Design barrel_shifter_pipe, sky130hd; sources not shown.
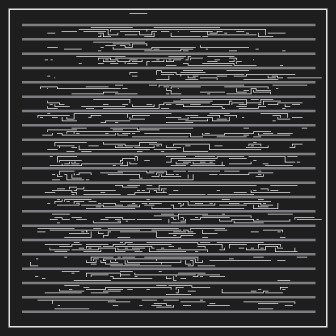
Figure 1: the metal 1 layer.
Supply wires on this layer in gray.
nets with wire on the layer: 245
share of all routed wire: 39%
longest straight run: 29.4 um
wire length on this layer: 2020 um
main direction: horizontal
met1 GRT Util: 33.8%
total routed wirelength: 5.18 mm
total number of vias: 1674

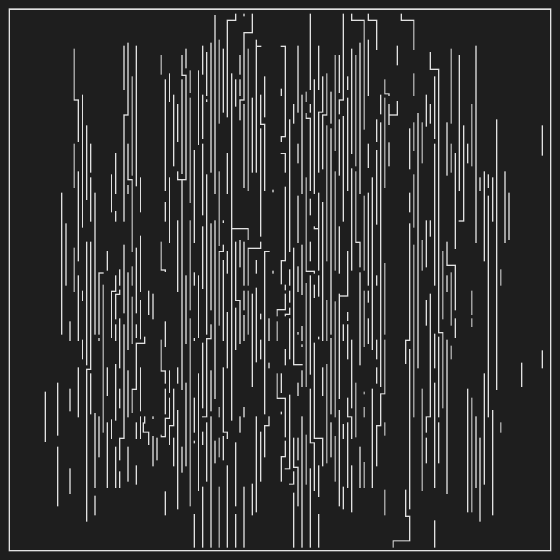
Figure 2: metal 2.
nets with wire on the layer: 233
longest straight run: 38.4 um
share of all routed wire: 51%
main direction: vertical
wire length on this layer: 2620 um
met2 global-route usage: 45.2%

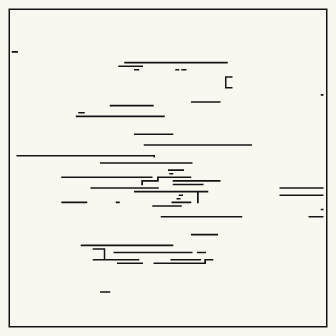
Figure 3: signal wires on met3.
longest straight run: 26.0 um
nets with wire on the layer: 30
share of all routed wire: 6.3%
main direction: horizontal
wire length on this layer: 328 um
met3 usage: 3.90%

==> notes.md <==
Synthesis and place-and-route results.

- The flow ran to the end, but the final reports show violations.
- The checks that failed: negative setup slack.
- The all-layer global routing usage is 26.4%.
- Listed in order, past its start point the critical path passes nor2b_4, buf_6, clkinv_8, buf_8, buf_6.
- After global routing the overflow that remains totals 0.
- After synthesis, the cell types taking the most area are sky130_fd_sc_hd__dfxtp_1 42%, sky130_fd_sc_hd__a21oi_1 8.9%, sky130_fd_sc_hd__nand2_1 8.5%, sky130_fd_sc_hd__mux2i_1 6.1%, sky130_fd_sc_hd__nor2_1 6.0%.
- The net switching fraction of the power is 30.0%.
- The core region is 0.00303 mm^2.
- In the post-route analysis, the smallest setup slack over all paths is -0.200 ns.
- The share of cell area taken by muxes after synthesis is 6.14%.
- The remaining design rule violation count is 0.
- The first TritonRoute pass finished after 4 iterations.
- The number of gates resized after CTS was 75.
- Among the non-sequential cells, AND-OR/OR-AND gates take the most area.
- The proportion of cell area occupied by registers is 29.2%.
- The sequential group power is between 1 and 1.5 mW.
- The worst slack at placement is -0.795 ns.
- In this design, the critical path's most frequently occurring cell is sky130_fd_sc_hd__buf_6.
- The final sum of negative setup slack is -3.15 ns.
- Yosys reported a register bit count of 34.
- The final report gives the core utilization as 78.7%.
- The max-cap check violation count is 0.
- Measured against its own limit, the worst slew margin works out to 53.9%.
- The critical path maximum fanout is 2.
- The flow inserted between 40 and 50 tap cells.
- The share of layout cells above drive strength 1 is between 30% and 40%.
- Per the layout area report, the combinational gate area comes to 0.00102 mm^2.
- The clock network fraction of total power is 24.5%.
- The post-layout instance count excluding filler cells is 285.
- After global routing, the most crowded layer is met2.
- Multi-input gates account for between 40 and 50% of the area.
- The total of endpoints with negative setup slack in the final report is 34.
- The topmost layer with routed signal wires is met4.
- The net switching power is 0.672 mW.
- The global placer's final weighted congestion is 0.781.
- The detailed router reports a met2 wire length of 2.62 mm.
- The part of the power in combinational logic is a little over a fifth.
- The clock tree from TritonCTS is built.
- The total half-perimeter wirelength after legalization and detailed placement is approximately 3 mm.
- The insertion delay to the later sink of the worst-skew pair is 0.35 ns.
- After Yosys synthesis, XOR and XNOR cells account for 0% of the synthesized area.
- The arrival time of data at the critical path endpoint is 1.24 ns.
- Ranked by total area, the top cell class in this layout is logic gates.
- The script logs the ratio of routed vias to standard cells as 5.87.
- Pin placement for this block handled 27 I/O pins.
- Looking at area per cell type in the netlist, the leader is sky130_fd_sc_hd__dfxtp_1.
Power figures rest on the tool's default switching activity, not on a simulated workload.
